File: src/rtl/lb_dispatcher.sv
// lb_dispatcher: single-beat load-balancing dispatcher.
// Each accepted beat is offered to one output lane, chosen round-robin and
// skipping lanes flagged as blocked. A lane that stalls for STALL_MAX+1
// consecutive cycles is marked blocked, and the held beat is rerouted to the
// next unblocked lane. A blocked flag clears in any cycle its lane is ready.
// Optional statistics counters are compiled in only when LB_DISPATCH_STATS_EN
// is defined; otherwise beat_count and timeout_count are tied to zero.
module lb_dispatcher #(
  parameter int NUM_LANES  = 4,
  parameter int DATA_BITS  = 32,
  parameter int STALL_BITS = 3
) (
  input  logic                 clk,
  input  logic                 reset,
  input  logic                 s_valid,
  output logic                 s_ready,
  input  logic [DATA_BITS-1:0] s_data,
  output logic [NUM_LANES-1:0] m_valid,
  input  logic [NUM_LANES-1:0] m_ready,
  output logic [DATA_BITS-1:0] m_data,
  output logic [NUM_LANES-1:0] blocked,
  output logic [31:0]          beat_count,
  output logic [15:0]          timeout_count
);

  localparam int LW = $clog2(NUM_LANES);
  localparam logic [STALL_BITS-1:0] STALL_MAX = '1;

  localparam logic [0:0] IDLE = 1'b0;
  localparam logic [0:0] HOLD = 1'b1;

  logic [0:0]           state;
  logic [LW-1:0]        ptr;
  logic [LW-1:0]        sel;
  logic [STALL_BITS-1:0] stall;
  logic [NUM_LANES-1:0] blocked_q;
  logic [NUM_LANES-1:0] blocked_next;
  logic [DATA_BITS-1:0] data_q;
  logic                 dispatch;
  logic                 timeout;

  // First unblocked lane scanning start, start+1, ... (mod NUM_LANES).
  // With skip_start the start lane itself is not a candidate. If no lane
  // qualifies the start lane is returned unchanged.
  function automatic logic [LW-1:0] next_free(input logic [LW-1:0]        start,
                                               input logic [NUM_LANES-1:0] blk,
                                               input logic                 skip_start);
    logic [LW-1:0] res;
    logic [LW-1:0] cand;
    int            idx;
    res = start;
    for (int k = NUM_LANES - 1; k >= 0; k--) begin
      idx  = (int'(start) + k) % NUM_LANES;
      cand = LW'(idx);
      if (!blk[cand] && !(skip_start && (k == 0))) begin
        res = cand;
      end
    end
    return res;
  endfunction

  // Lane index after l, wrapping for any NUM_LANES.
  function automatic logic [LW-1:0] wrap_inc(input logic [LW-1:0] l);
    return (l == LW'(NUM_LANES - 1)) ? '0 : l + LW'(1);
  endfunction

  assign dispatch = (state == HOLD) && m_ready[sel];
  assign timeout  = (state == HOLD) && !m_ready[sel] && (stall == STALL_MAX);

  // Blocked flags: any ready lane clears its flag; a timeout flags the selected lane.
  always_comb begin
    blocked_next = blocked_q & ~m_ready;
    if (timeout) begin
      blocked_next[sel] = 1'b1;
    end else begin
      blocked_next = blocked_next;
    end
  end

  // Dispatcher state: accept, hold, reroute on timeout, and release on handshake.
  always_ff @(posedge clk or posedge reset) begin
    if (reset) begin
      state     <= IDLE;
      ptr       <= '0;
      sel       <= '0;
      stall     <= '0;
      blocked_q <= '0;
      data_q    <= '0;
    end else begin
      blocked_q <= blocked_next;
      case (state)
        IDLE: begin
          if (s_valid) begin
            data_q <= s_data;
            state  <= HOLD;
            stall  <= '0;
            sel    <= next_free(ptr, blocked_q, 1'b0);
          end
        end
        HOLD: begin
          if (m_ready[sel]) begin
            state <= IDLE;
            ptr   <= wrap_inc(sel);
          end else if (stall == STALL_MAX) begin
            stall <= '0;
            sel   <= next_free(sel, blocked_q, 1'b1);
          end else begin
            stall <= stall + STALL_BITS'(1);
          end
        end
        default: begin
          state <= IDLE;
        end
      endcase
    end
  end

  // One-hot lane offer while a beat is held.
  always_comb begin
    m_valid = '0;
    if (state == HOLD) begin
      m_valid[sel] = 1'b1;
    end else begin
      m_valid = '0;
    end
  end

  assign s_ready = (state == IDLE) && !reset;
  assign m_data  = data_q;
  assign blocked = blocked_q;

`ifdef LB_DISPATCH_STATS_EN
  logic [31:0] beat_count_q;
  logic [15:0] timeout_count_q;

  // Statistics: wrapping dispatch count and saturating timeout count.
  always_ff @(posedge clk or posedge reset) begin
    if (reset) begin
      beat_count_q    <= 32'd0;
      timeout_count_q <= 16'd0;
    end else begin
      if (dispatch) begin
        beat_count_q <= beat_count_q + 32'd1;
      end
      if (timeout && (timeout_count_q != 16'hFFFF)) begin
        timeout_count_q <= timeout_count_q + 16'd1;
      end
    end
  end

  assign beat_count    = beat_count_q;
  assign timeout_count = timeout_count_q;
`else
  assign beat_count    = 32'd0;
  assign timeout_count = 16'd0;
`endif

endmodule

File: config.mk
export PLATFORM = sky130hd
export DESIGN_NAME = lb_dispatcher
export DESIGN_NICKNAME = d
export VERILOG_FILES = /design/src/rtl/lb_dispatcher.sv
export SDC_FILE = /design/constraint.sdc
export NUM_CORES = 1
export LEC_CHECK = 0
export CAP_MARGIN = 0
export CORE_MARGIN = 1.5
export CORE_UTILIZATION = 43
export DETAILED_ROUTE_END_ITERATION = 10
export GPL_TIMING_DRIVEN = 0
export PLACE_DENSITY = 0.95
export SLEW_MARGIN = 20
export SYNTH_ARGS = -nofsm -noshare
export SYNTH_HDL_FRONTEND = slang
export SYNTH_SLANG_ARGS = --single-unit
File: constraint.sdc
create_clock -name clk -period 5.86 [get_ports clk]
set_input_delay 1.172 -clock clk [delete_from_list [all_inputs] [get_ports clk]]
set_output_delay 1.172 -clock clk [all_outputs]
set_load 0.01 [all_outputs]
Fig. 1: sequential cells grouped by signal name
Scale bar: 20 µm. Other sequential cells in the stronger grey, the rest of the logic in the fainter grey.
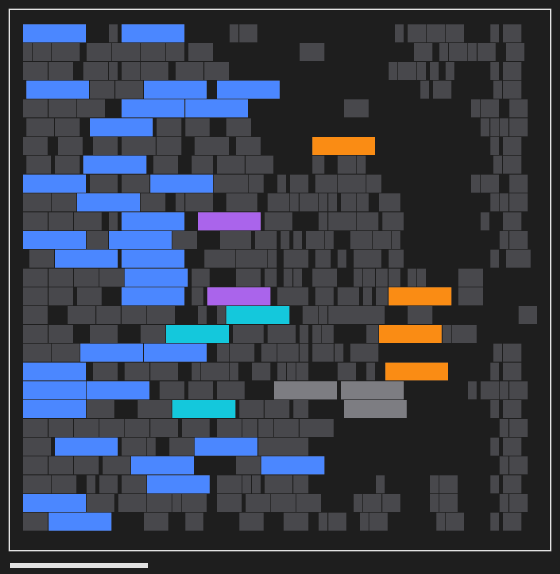
`sel` -> purple  # sequential cells 2
`m_data` -> blue  # sequential cells 32
`stall` -> cyan  # sequential cells 3
`blocked` -> orange  # sequential cells 4, where right middle
power dissipated in sequential cells: 0.532 mW
share of the core filled with cells: 0.658
Sequential cell area: 1100 µm²

Fig. 2: nets reached from selected ports
Scale bar: 20 µm.
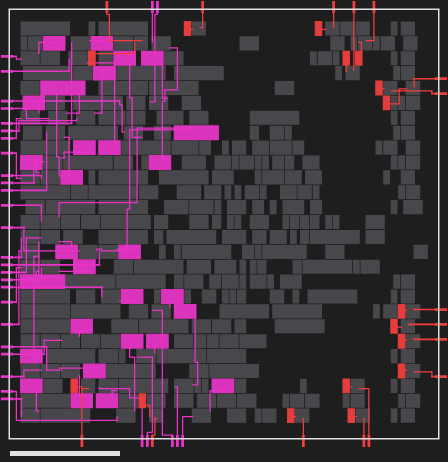
`timeout_count` -> red  # bits 16, direction output, edge 6 right, 5 bottom, 5 top, end cells 16, buffers 16, wire 129 µm
`s_data` -> magenta  # bits 32, direction input, edge 25 left, 5 bottom, 2 top, end cells 32, buffers 32, wire 734 µm
total of buffers placed on input and output ports: 79
io pins: 128

Fig. 3: logic cells by family
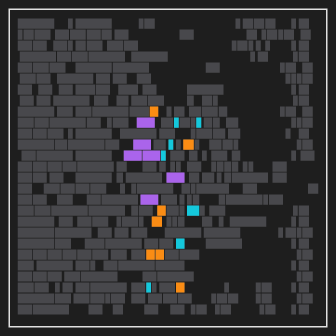
fa/ha/maj cells -> purple  # cells 6, most used ha_1, where middle
and/or cells -> orange  # cells 7, most used and2_1
nor cells -> cyan  # cells 7, most used nor2_1
Top cell excl fill/tap: sky130_fd_sc_hd__clkdlybuf4s50_1
number of cells in the finished layout apart from fillers: 424
proportion of cell area occupied by multi-input gates: 0.294

==> impl_metrics.env <==
# physical design summary
export IMPL_outcome="finished, final reports clean"
export IMPL_setup_reg_to_reg_worst_slack_ns=3.67
export IMPL_num_nonclk_buffers=138
export IMPL_grt_remaining_overflow=0
export IMPL_drcViolationCount=0
export IMPL_final_net_count=396
export IMPL_worstRegToRegCells=8
export IMPL_grt_max_degree=30
export IMPL_cpMostUsedCell="sky130_fd_sc_hd__clkdlybuf4s50_1"
export IMPL_final_setup_tns_ns=0
export IMPL_largest_stage_delay_on_the_critical_path_ns=0.56
export IMPL_die_area_um2=6110
export IMPL_leakagePower_nw=1.66
export IMPL_post_route_period_util=0.588
export IMPL_fp_util=0.444
export IMPL_top_layer_used="met4"
export IMPL_grt_total_usage=0.195
export IMPL_seqPwrFrac=0.348
export IMPL_avgSynthCellArea_um2=11.2
export IMPL_stage_log_warnings=30
export IMPL_route_vias_total=1887
export IMPL_wl_met2_um=2900
export IMPL_synthesis_area_um2=2430
export IMPL_crit_path_cell_trace="clkdlybuf4s50_1 -> nor2_1 -> clkdlybuf4s50_1"
export IMPL_dpl_instance_area_um2=3510
export IMPL_dominant_cells="non-clock buffers"
export IMPL_worstSetupStartpointType="primary input"
export IMPL_portion_of_total_power_attributed_to_the_clock_network=0.133
export IMPL_post_synth_inst_count=217
export IMPL_clk_latency_ns=0.31
export IMPL_initialDrtViolationCount=84
export IMPL_slowest_stage="sky130_fd_sc_hd__clkdlybuf4s50_1"
export IMPL_pwr_group_combinational_mw=0.794
export IMPL_mostFrequentLayoutCells="sky130_fd_sc_hd__clkdlybuf4s50_1, sky130_fd_sc_hd__buf_4, sky130_fd_sc_hd__conb_1, sky130_fd_sc_hd__dfrtp_1, sky130_fd_sc_hd__mux2_2"
export IMPL_via_count_of_the_first_global_routing_pass=1875
export IMPL_drt_pre_antenna_iters=4
export IMPL_netlist_logic_family_top="buffers and inverters"
export IMPL_post_cts_setup_repair_buffer_count=0
export IMPL_fillers=410
export IMPL_routedLengthMet1_um=2140
export IMPL_core_area_um2=5470
export IMPL_post_route_cells_drive_above_1_share=0.284
export IMPL_max_cap_viol_count=0
export IMPL_layout_buffer_nonclock_area_share=0.340
export IMPL_clock_sink_count=44
export IMPL_path_max_fanout=2
export IMPL_muxShareOfSynthArea=0.171
export IMPL_xor_share=0
export IMPL_setup_worst_path_start="reset"
export IMPL_min_path_type="reg2reg"
export IMPL_synth_cellmix_adderShare=0.0309
export IMPL_routed_wl_met3_um=640
export IMPL_yosysUniqueCellTypes=39
export IMPL_seq_area_frac_synth=0.453
export IMPL_p_int_mw=0.995
export IMPL_hold_path_startpoint="m_data[10]"
export IMPL_pre_cts_slack_ns=2.40
export IMPL_critPathRequiredTime_ns=4.69
export IMPL_synthArstFlopShare=1.00
export IMPL_fmaxAchievable_mhz=290
export IMPL_finalWorstSetupSlack_ns=2.42
export IMPL_synth_ff_latch_count=44
export IMPL_clock_power_mw=0.203
export IMPL_synth_cells_yosys=217
export IMPL_hold_worst_slack_ns=0.517
export IMPL_max_slew_worst_pin_slew_ns=0.583
export IMPL_worst_path_stages=3
export IMPL_num_multi_input_gates=153
export IMPL_clock_buffers=5
export IMPL_post_route_min_period_ns=3.44
export IMPL_syn2layout_area_growth_pct=48.2
export IMPL_drt_total_wl_um=5750
export IMPL_endpoint_kind="output pin"
export IMPL_hold_path_cell_count=1
Fig. 4: routing congestion map
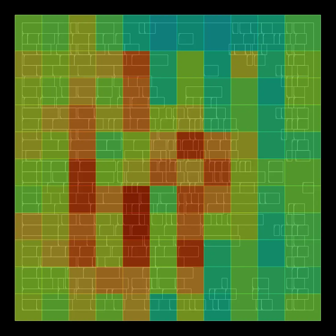
Most Used Layer, Global Route: met2
final routed wire length divided by cell count: 13.6 µm
GR Layer Usage met2: 0.348
Global Route met1 Usage: 0.207
met3 capacity usage during global routing: 0.0849

Fig. 5: layout detail
Scale bar: 10 µm. Window x 7 to 32, y 7 to 32 µm. Cells in grey, sequential cells in the stronger grey; small squares are vias.
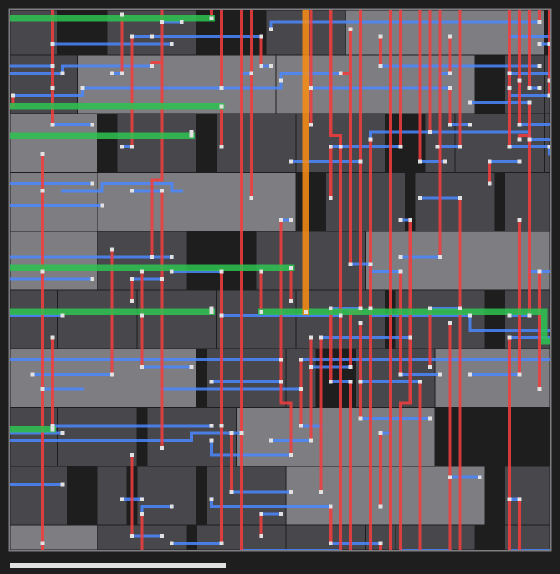
M1 -> blue
M3 -> green
M4 -> orange
M2 -> red
netlist names of flops here include = `m_data` (7), `stall` (2)
most frequent = clkdlybuf4s50_1 (18), mux2_2 (9), dfrtp_1 (9)
sequential cells in the window = 9
cells with their middle in the window = 42

-- kinds of logic after synthesis --
group / Yosys count
other cells: 1
fa+ha+maj: 6
compound gates: 29
flops: 44
simple gates: 34
buf+inv: 67
mux: 36
-- cells in the mapped netlist (all sizes together) (2+ instances only) --
master  instances  area [µm²]
o221ai          2        17.5
inv             9        33.8
nand3b          2        15.0
nor2b           2        15.0
a21oi           2        10.0
o21ai           9        45.0
o21a            2        15.0
mux2           34         383
ha              6        75.1
a21o            2        16.3
a22o            2        18.8
nor2            5        18.8
buf            51         388
nand2b          3        18.8
clkbuf          7        26.3
and2            5        31.3
nand2          14        52.6
dfrtp          44        1100
-- registers in the layout (all words and copies together), names as in the netlist --
signal and flops:
m_data 32, blocked 4, stall 3, state 1
ptr 2, sel 2
Power is estimated from default activity; no workload was simulated.
